==> config.mk <==
export PLATFORM = sky130hd
export DESIGN_NAME = serial_addsub
export DESIGN_NICKNAME = d
export VERILOG_FILES = /design/src/rtl/serial_addsub.sv
export SDC_FILE = /design/constraint.sdc
export NUM_CORES = 1
export LEC_CHECK = 0
export CAP_MARGIN = 0
export CORE_ASPECT_RATIO = 1.4
export CORE_UTILIZATION = 50
export CTS_CLUSTER_SIZE = 20
export DETAILED_ROUTE_END_ITERATION = 8
export DONT_BUFFER_PORTS = 1
export PLACE_DENSITY_LB_ADDON = 0.12
export SETUP_SLACK_MARGIN = 0.02
export SYNTH_ARGS = -nofsm -noshare
export SYNTH_HDL_FRONTEND = slang
export SYNTH_SLANG_ARGS = --single-unit
==> constraint.sdc <==
create_clock -name clk -period 4.2 [get_ports clk]
set_clock_uncertainty 0.15 [all_clocks]
set_input_delay 0.84 -clock clk [delete_from_list [all_inputs] [get_ports clk]]
set_output_delay 0.84 -clock clk [all_outputs]
set_load 0.005 [all_outputs]
==> src/rtl/serial_addsub.sv <==
// Bit-serial two's-complement add/subtract: one full-adder cell plus a carry flop,
// LSB-first over WIDTH cycles, with valid/ready handshakes on both sides.
module serial_addsub #(
  parameter int unsigned WIDTH = 16
) (
  input  logic             clk,
  input  logic             rst_n,
  input  logic             in_valid,
  output logic             in_ready,
  input  logic [WIDTH-1:0] x,
  input  logic [WIDTH-1:0] y,
  input  logic             op,
  output logic             out_valid,
  input  logic             out_ready,
  output logic [WIDTH-1:0] result,
  output logic             carry_out,
  output logic             overflow,
  output logic             zero,
  output logic             busy
);

  localparam int unsigned CNT_W = $clog2(WIDTH);
  localparam logic [CNT_W-1:0] LAST_BIT = CNT_W'(WIDTH - 1);

  typedef enum logic [1:0] {S_IDLE, S_RUN, S_DONE} state_t;

  state_t           r_state;
  logic [WIDTH-1:0] r_xs;
  logic [WIDTH-1:0] r_ys;
  logic [WIDTH-1:0] r_result;
  logic [CNT_W-1:0] r_cnt;
  logic             r_c;
  logic             r_op;
  logic             r_carry;
  logic             r_ovf;
  logic             r_zero;
  logic             r_out_valid;
  logic             r_in_ready;
  logic             r_busy;

  logic             w_sum;
  logic             w_c_next;
  logic [WIDTH-1:0] w_res_next;

  // Single full-adder cell on the operand LSBs
  assign w_sum      = r_xs[0] ^ r_ys[0] ^ r_c;
  assign w_c_next   = (r_xs[0] & r_ys[0]) | (r_xs[0] & r_c) | (r_ys[0] & r_c);
  assign w_res_next = {w_sum, r_result[WIDTH-1:1]};

  assign in_ready  = r_in_ready;
  assign out_valid = r_out_valid;
  assign result    = r_result;
  assign carry_out = r_carry;
  assign overflow  = r_ovf;
  assign zero      = r_zero;
  assign busy      = r_busy;

  always_ff @(posedge clk) begin
    if (!rst_n) begin
      r_state     <= S_IDLE;
      r_xs        <= '0;
      r_ys        <= '0;
      r_result    <= '0;
      r_cnt       <= '0;
      r_c         <= 1'b0;
      r_op        <= 1'b0;
      r_carry     <= 1'b0;
      r_ovf       <= 1'b0;
      r_zero      <= 1'b0;
      r_out_valid <= 1'b0;
      r_in_ready  <= 1'b1;
      r_busy      <= 1'b0;
    end else begin
      case (r_state)
        S_IDLE: begin
          // Subtraction is x + ~y + 1: invert y here, inject the +1 as carry-in
          if (in_valid && r_in_ready) begin
            r_xs       <= x;
            r_ys       <= y ^ {WIDTH{op}};
            r_op       <= op;
            r_c        <= op;
            r_cnt      <= '0;
            r_in_ready <= 1'b0;
            r_busy     <= 1'b1;
            r_state    <= S_RUN;
          end
        end
        S_RUN: begin
          r_c      <= w_c_next;
          r_xs     <= r_xs >> 1;
          r_ys     <= r_ys >> 1;
          r_result <= w_res_next;
          r_cnt    <= r_cnt + CNT_W'(1);
          // MSB cell: r_c is the carry into it, w_c_next the carry out of it
          if (r_cnt == LAST_BIT) begin
            r_carry     <= w_c_next ^ r_op;
            r_ovf       <= w_c_next ^ r_c;
            r_zero      <= (w_res_next == '0);
            r_out_valid <= 1'b1;
            r_state     <= S_DONE;
          end
        end
        S_DONE: begin
          if (out_ready) begin
            r_out_valid <= 1'b0;
            r_busy      <= 1'b0;
            r_in_ready  <= 1'b1;
            r_state     <= S_IDLE;
          end
        end
        default: r_state <= S_IDLE;
      endcase
    end
  end

endmodule

Fig. 1: run 1, clock network drawn from the DEF
(6 px per um)
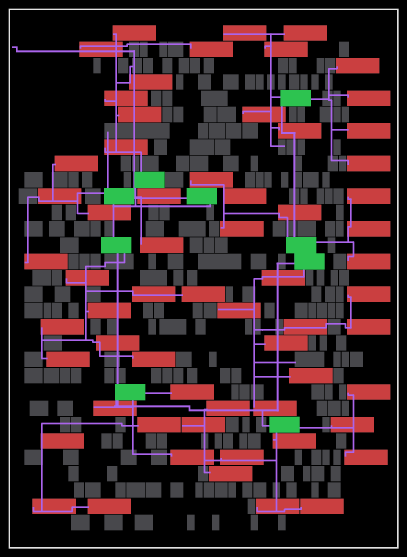
- clock wires: purple (length 752 um)
- cells driving clock nets: green (count 9)
- flip-flops: red (count 62)
- flops lie: spread over the die
- routed clock nets: 10
Latency at later pin: 330 ps
Clk network pwr share: 0.404
clk pwr: 0.524 mW

Fig. 2: run 1, the metal 3 layer
(4 px per um) Cells faint in the background.
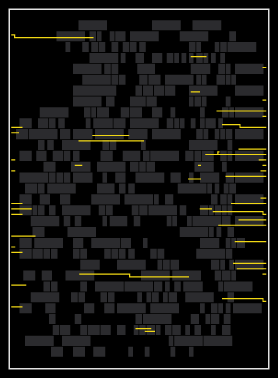
- main direction: horizontal
- longest straight run: 19.5 um
- nets with wire on the layer: 39
GR Layer Usage met3: 0.0408
routed wire length: 5.33 mm
DR vias: 2221

Fig. 3: run 1, I/O nets highlighted
(6 px per um)
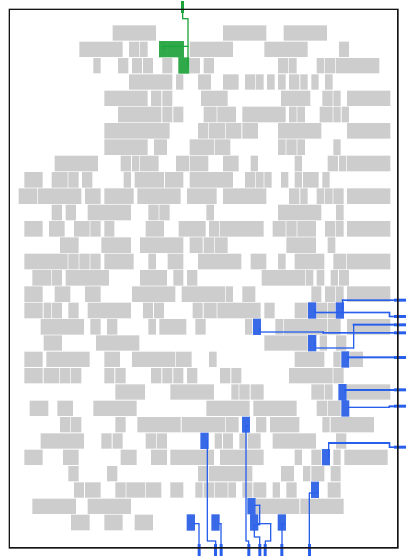
- `x`: blue (bits 16; direction input; end cells 16; buffers 0; wire 183 um)
- `out_ready`: green (bits 1; direction input; end cells 3; buffers 0; wire 15.1 um)
IO Port Bufs: 0
# IOs: 59

Fig. 4: run 1, cells coloured by class
(3 px per um)
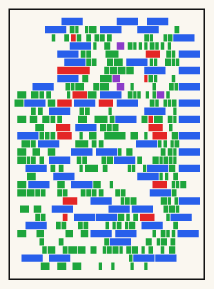
- flip-flops: blue (cells 62)
- all other logic: green (cells 239)
- other buffers and delay cells: purple (cells 4)
- clock drivers and dummy loads: red (cells 16)
final instance area: 2870 um^2
site row count: 31
Core ar.: 5240 um^2

==> flow_summary.ini, run 1 <==
; synthesis and place-and-route metrics
[drt]
drtPass1Iterations = 4
drc = 0
met2_wirelength_mm = 2.51
route.met3.wl_um = 261
avgViaCountPerCell = 5.74

[synth]
synth-edff-count = 0
synth_top_flop_cell = dfxtp_1
yosysWarnings = 0
syn_area_um2 = 2740
synth_seq_share = 0.454
syn_avg_cell_area_um2 = 8.29
yosysCellCount = 330

[global_routing]
grt_max_degree = 59
grt_pass1_wl_mm = 8.76
met2_usage = 0.310
antenna_found_initial = 0
grt_usage = 0.193

[critical_path]
endpoint_kind = flop
cp_slowest_cell = dfxtp_1
r2r_end = r_c$_SDFFE_PN0P_
reg2reg_slack_ps = 2260
worstRegToRegCells = 4
cp_cell_sequence = nand2b_2 > buf_4 > a2bb2oi_1 > a21oi_1

[clock_network]
cts_buffer_depth = 2
root_buffer = clkbuf_8
clk_pin_slew_ps = 60
cts_buffers = 9
cts_hold_buffers = 0
cts_setup_buffers = 0
cts.htree.levels = 3

[timing]
slew_headroom = 0.498
setup_viol = 0
drv_slew = 0

[final_layout]
stdcell_count = 387
lay_top_cells = nand2_1, dfxtp_1, a21oi_1, nand3_1

[job]
cap_viol_max_count = 0
tool_warnings = 26

[status]
status = complete, no violations

[placement]
place_hpwl_mm = 3.33

[die]
floorplan.core_util = 0.522
## run 1: cell families (layout without fill, tap and decap cells)
| logic type | Yosys count | in the layout | synth area share |
|---|---|---|---|
| AOI/OAI and AO/OA | 100 | 100 | 0.212 |
| xor gates and xnor gates | 18 | 18 | 0.0576 |
| adders and majority gates | 2 | 2 | 0.0119 |
| buffers and inverters | 35 | 26 | 0.0741 |
| DFF | 62 | 62 | 0.454 |
| and+or+nand+nor | 113 | 113 | 0.191 |
## run 1: power breakdown
group | total, mW | switching, mW | internal, mW | leakage [nW]
Combinational | 0.131 | 0.0831 | 0.0483 | 0.382
Sequential | 0.644 | 0.0208 | 0.623 | 0.506
Clock | 0.524 | 0.221 | 0.304 | 0.106
Total | 1.30 | 0.325 | 0.975 | 0.995
## run 1: state kept, by name, summed over array words and instances, names as in the netlist
register and cells:
r_c 1, out_valid 1, r_xs 16, carry_out 1
busy 1, result 16, overflow 1, in_ready 1
zero 1, r_state 2, r_cnt 4, r_ys 16
r_op 1
## run 1: critical path: cells and delay by family, from the launching register on
family                 cells  cell delay (ps)
AND-OR/OR-AND              2              270
buffers and inverters      1              490
flip-flops                 1              520
AND/OR/NAND/NOR            1              330
## run 1: stage by stage
stage	setup slack [ps]	utilization	total power, mW
floorplan	2340	-	0.781
global placement	2300	0.510	0.788
detailed placement	2280	0.510	0.790
CTS	2270	0.548	1.31
global route	2100	0.548	1.36
finish	2260	0.548	1.30
## run 1: final cells by class
cell class,instances,area share
clock buffers,12,0.0541
repair buffers,4,0.0105
clock inverters,4,0.0157
well taps,66,0.0288
inverters,6,0.00785
multi-input cells,233,0.451
flip-flops and latches,62,0.432
Fig. 5: run 1, clock wiring as the flow saved it
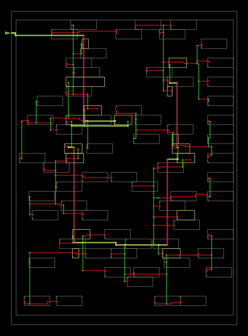

==> run 2: changes to the inputs <==
clock period = 1.89 ns   (was 4.2 ns; I/O delays follow)
Fig. 6: run 2, clock wiring as the flow saved it
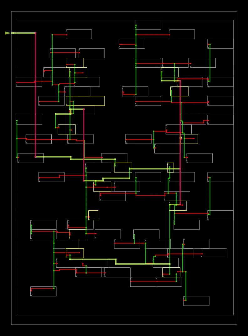
clk pwr: 1.20 mW
num sequential: 62

Fig. 7: run 2, clock network drawn from the DEF
(6 px per um)
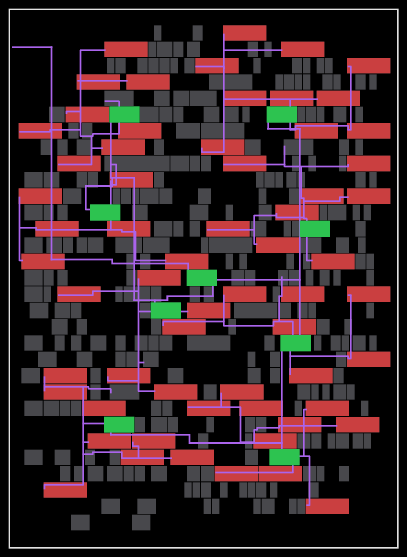
- cells driving clock nets: green (count 9)
- clock wires: purple (length 781 um)
- flip-flops: red (count 62)
- routed clock nets: 10
- flops lie: spread over the die
Clk network pwr share: 0.406
Latency at later pin: 340 ps

==> flow_summary.ini, run 2 <==
; synthesis and place-and-route metrics
[die]
rows = 31

[drt]
avgViaCountPerCell = 5.75
totalWireLength_mm = 5.66
route.met3.wl_um = 292
met2_wirelength_mm = 2.73
via_count = 2241

[status]
status = complete, no violations

[timing]
slew_headroom = 0.748
fin_ws_ps = 172

[synth]
synth_top_flop_cell = dfxtp_1
synth-edff-count = 0
synth_seq_share = 0.454
yosysWarnings = 0
yosysCellCount = 330

[clock_network]
cts_buffers = 9
cts.htree.levels = 3
clk_pin_slew_ps = 70

[global_routing]
grt_pass1_wl_mm = 9.24
grt_max_degree = 39
globalRouteMet3Util = 0.0612
met2_usage = 0.361

[job]
tool_warnings = 26
cap_viol_max_count = 0

[critical_path]
endpoint_kind = flop
worstRegToRegCells = 5
r2r_end = carry_out$_SDFFE_PN0P_

[placement]
place_hpwl_mm = 3.52
io_buffers = 0
pre_cts_slack_ps = 184

[final_layout]
lay_top_cells = nand2_1, dfxtp_1, a21oi_1, nand3_1
Fig. 8: run 2, cells coloured by class
(3 px per um)
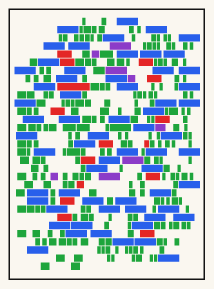
- all other logic: green (cells 239)
- flip-flops: blue (cells 62)
- other buffers and delay cells: purple (cells 8)
- clock drivers and dummy loads: red (cells 15)
flop share of the area: 0.419
final core occ: 0.565
final instance area: 2960 um^2

-- run 2: cell counts after synthesis --
Identical to the previous run, type by type.
-- run 2: critical path, cell delays in order, from the launching register on --
cell     delay [ps]
dfxtp_1         330
inv_1            60
fa_1            490
xor2_1          160
or3_1           310
a21oi_1         140
-- run 2: layout make-up --
type | instances | area [um^2] | area share
sequential | 62 | 1240 | 0.419
inverter | 6 | 22.5 | 0.00761
multi-input combinational | 233 | 1290 | 0.437
timing repair buffer | 8 | 113 | 0.0380
tap | 66 | 82.6 | 0.0279
clock buffer | 12 | 165 | 0.0558
clock inverter | 3 | 42.5 | 0.0144
-- run 2: worst min-delay path by stage --
stage	slack, ps	from	endpoint
after floorplan	290	r_ys[15]$_SDFFE_PN0P_	r_ys[15]$_SDFFE_PN0P_
after global placement	300	r_xs[9]$_SDFFE_PN0P_	r_xs[9]$_SDFFE_PN0P_
after detailed placement	310	r_ys[3]$_SDFFE_PN0P_	r_ys[3]$_SDFFE_PN0P_
after CTS	10	rst_n	r_xs[10]$_SDFFE_PN0P_
after global routing	10	rst_n	r_xs[8]$_SDFFE_PN0P_
final	30	rst_n	r_xs[7]$_SDFFE_PN0P_
-- run 2: cells by family (layout without fill, tap and decap cells) --
kind of cell | Yosys count | count (layout) | share of synthesized area
AND/OR/NAND/NOR | 113 | 113 | 0.191
AND-OR/OR-AND | 100 | 100 | 0.212
flip-flops | 62 | 62 | 0.454
buffers and inverters | 35 | 29 | 0.0741
XOR/XNOR | 18 | 18 | 0.0576
adder cells (fa/ha/maj) | 2 | 2 | 0.0119
-- run 2: where the power goes --
group          internal [mW]  leakage, nW  total, mW  switching (mW)
Clock                  0.707        0.104       1.20           0.495
Combinational          0.132        0.420      0.327           0.195
Sequential              1.38        0.506       1.43          0.0469
Fig. 9: run 2, I/O nets highlighted
(6 px per um)
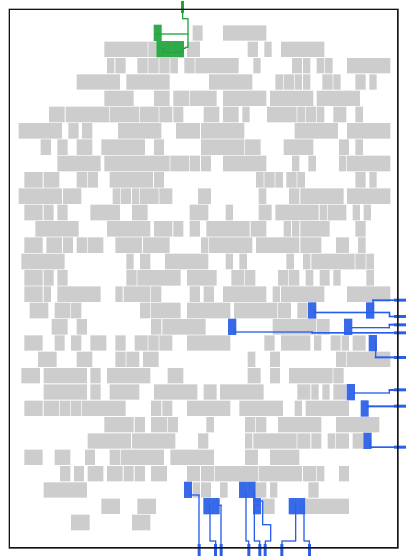

==> run 3: changes to the inputs <==
PLACE_DENSITY = 0.66   (was unset)
PLACE_DENSITY_LB_ADDON = unset   (was 0.12)
Fig. 10: run 3, I/O nets highlighted
(6 px per um)
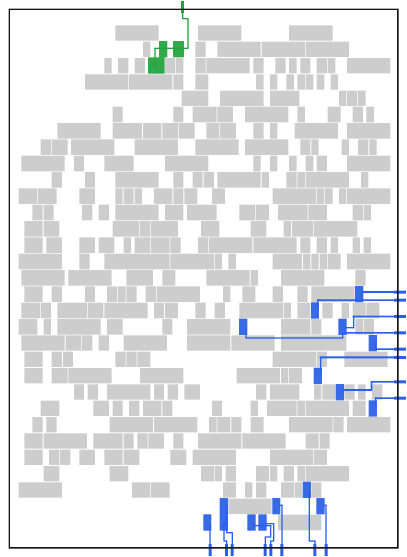
- `out_ready`: green (bits 1; direction input; end cells 3; buffers 0; wire 15.6 um)
- `x`: blue (bits 16; direction input; end cells 16; buffers 0; wire 144 um)

Fig. 11: run 3, clock network drawn from the DEF
(6 px per um)
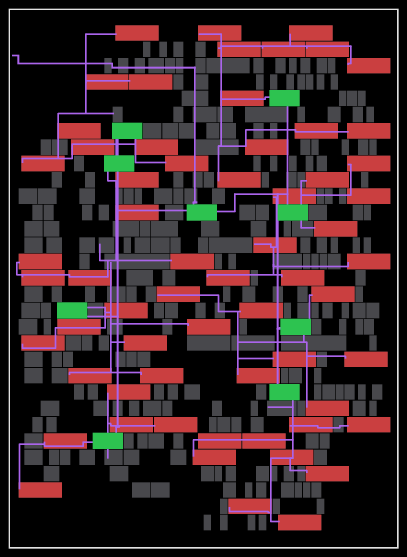
- clock wires: purple (length 780 um)
- cells driving clock nets: green (count 9)
- flip-flops: red (count 62)
- routed clock nets: 10
clk pwr: 1.34 mW
Clk network pwr share: 0.431

Fig. 12: run 3, cells coloured by class
(3 px per um)
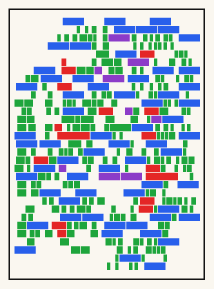
- all other logic: green (cells 239)
- flip-flops: blue (cells 62)
- other buffers and delay cells: purple (cells 9)
- clock drivers and dummy loads: red (cells 16)
flop share of the area: 0.413
final core occ: 0.574
final instance area: 3010 um^2

==> flow_summary.ini, run 3 <==
; synthesis and place-and-route metrics
[critical_path]
worst-path-stages = 5
reg2reg_slack_ps = 200
cp_cell_sequence = inv_1 > fa_1 > xor2_1 > or3_1 > a21oi_1
cp_slowest_cell = fa_1
crit_family = adder cells
endpoint_kind = flop
worstRegToRegCells = 5
r2r_end = overflow$_SDFFE_PN0P_
crit_buf_inv = 1
max_stage_delay_ps = 490

[power_and_ir_drop]
combPwrFrac = 0.108
p_switching_mw = 0.768
p_int_mw = 2.34
p_seq_frac = 0.461
swShare = 0.247

[drt]
totalWireLength_mm = 5.58
drtPass1Iterations = 4
route.met3.wl_um = 231
met2_wirelength_mm = 2.66
drtIter0Drc = 116
avgViaCountPerCell = 5.75
ant_nets = 0

[final_layout]
diodes = 0
lay_top_cells = nand2_1, dfxtp_1, a21oi_1, nand3_1

[placement]
place_hpwl_mm = 3.51
io_buffers = 0

[worst_hold_path]
min-delay-start = rst_n
hold_path_end = r_xs[10]$_SDFFE_PN0P_
min_path_type = primary input to flop

[synth]
top_area_cell = dfxtp_1
synth_seq_share = 0.454
yosysCellCount = 330
synth_top_flop_cell = dfxtp_1
synth-edff-count = 0
yosysWarnings = 0

[clock_network]
clk_pin_slew_ps = 70
cts.htree.levels = 3
cts_buffers = 9
clock_latency_ps = 340

[global_routing]
gr-total-overflow = 0
grt_max_degree = 40
grt_pass1_wl_mm = 9.02
grt_usage = 0.203

[status]
status = complete, no violations

[die]
rows = 31
io_pins = 59

[timing]
hold_viol = 0
rsz0062_at_grt = no
slew_headroom = 0.748

[job]
tool_warnings = 26
run 3: worst register-to-register path: stages, from the launching register on:
cell and delay (ps):
dfxtp_1 330, inv_1 60, fa_1 490, xor2_1 160
or3_1 300, a21oi_1 140
run 3: metrics by stage:
stage | setup slack, ps | utilization | cell area [um^2] | hold slack [ps]
final | 203 | 0.574 | 3010 | 22.1
after floorplan | 280 | - | 2740 | 294
after CTS | 195 | 0.574 | 3010 | 12.8
after global placement | 239 | 0.528 | 2760 | 304
after global routing | 88.0 | 0.574 | 3010 | 20.1
after detailed placement | 205 | 0.528 | 2760 | 309
run 3: metal layers:
layer / vias up / track usage
li1: 1128 / -
met1: 1073 / 0.239
met2: 45 / 0.348
met3: 9 / 0.0434
met4: 0 / 0.103
met5: - / 0
run 3: logic make-up (layout without fill, tap and decap cells):
logic type	after synthesis	in the layout	share of synthesized area
AND/OR/NAND/NOR	113	113	0.191
adder cells (fa/ha/maj)	2	2	0.0119
buffers and inverters	35	31	0.0741
AND-OR/OR-AND	100	100	0.212
XOR/XNOR	18	18	0.0576
flip-flops	62	62	0.454
run 3: repair_timing:
item,CTS,global route
hold buffers,1,0
endpoints found under the hold margin,1,0
setup buffers,0,0
run 3: power groups by stage:
stage	combinational (mW)	clock [mW]	sequential, mW
floorplan	0.288	0	1.45
global placement	0.331	0	1.46
detailed placement	0.336	0	1.46
CTS	0.339	1.36	1.43
global route	0.381	1.41	1.44
finish	0.336	1.34	1.43
run 3: layout make-up:
type,count,area [um^2]
Clock buffer,11,151
Fill cell,501,2230
Sequential cell,62,1240
Timing Repair Buffer,9,133
Clock inverter,5,81.3
Multi-Input combinational cell,233,1290
Tap cell,66,82.6
Inverter,6,22.5
Power is estimated from default activity; no workload was simulated.
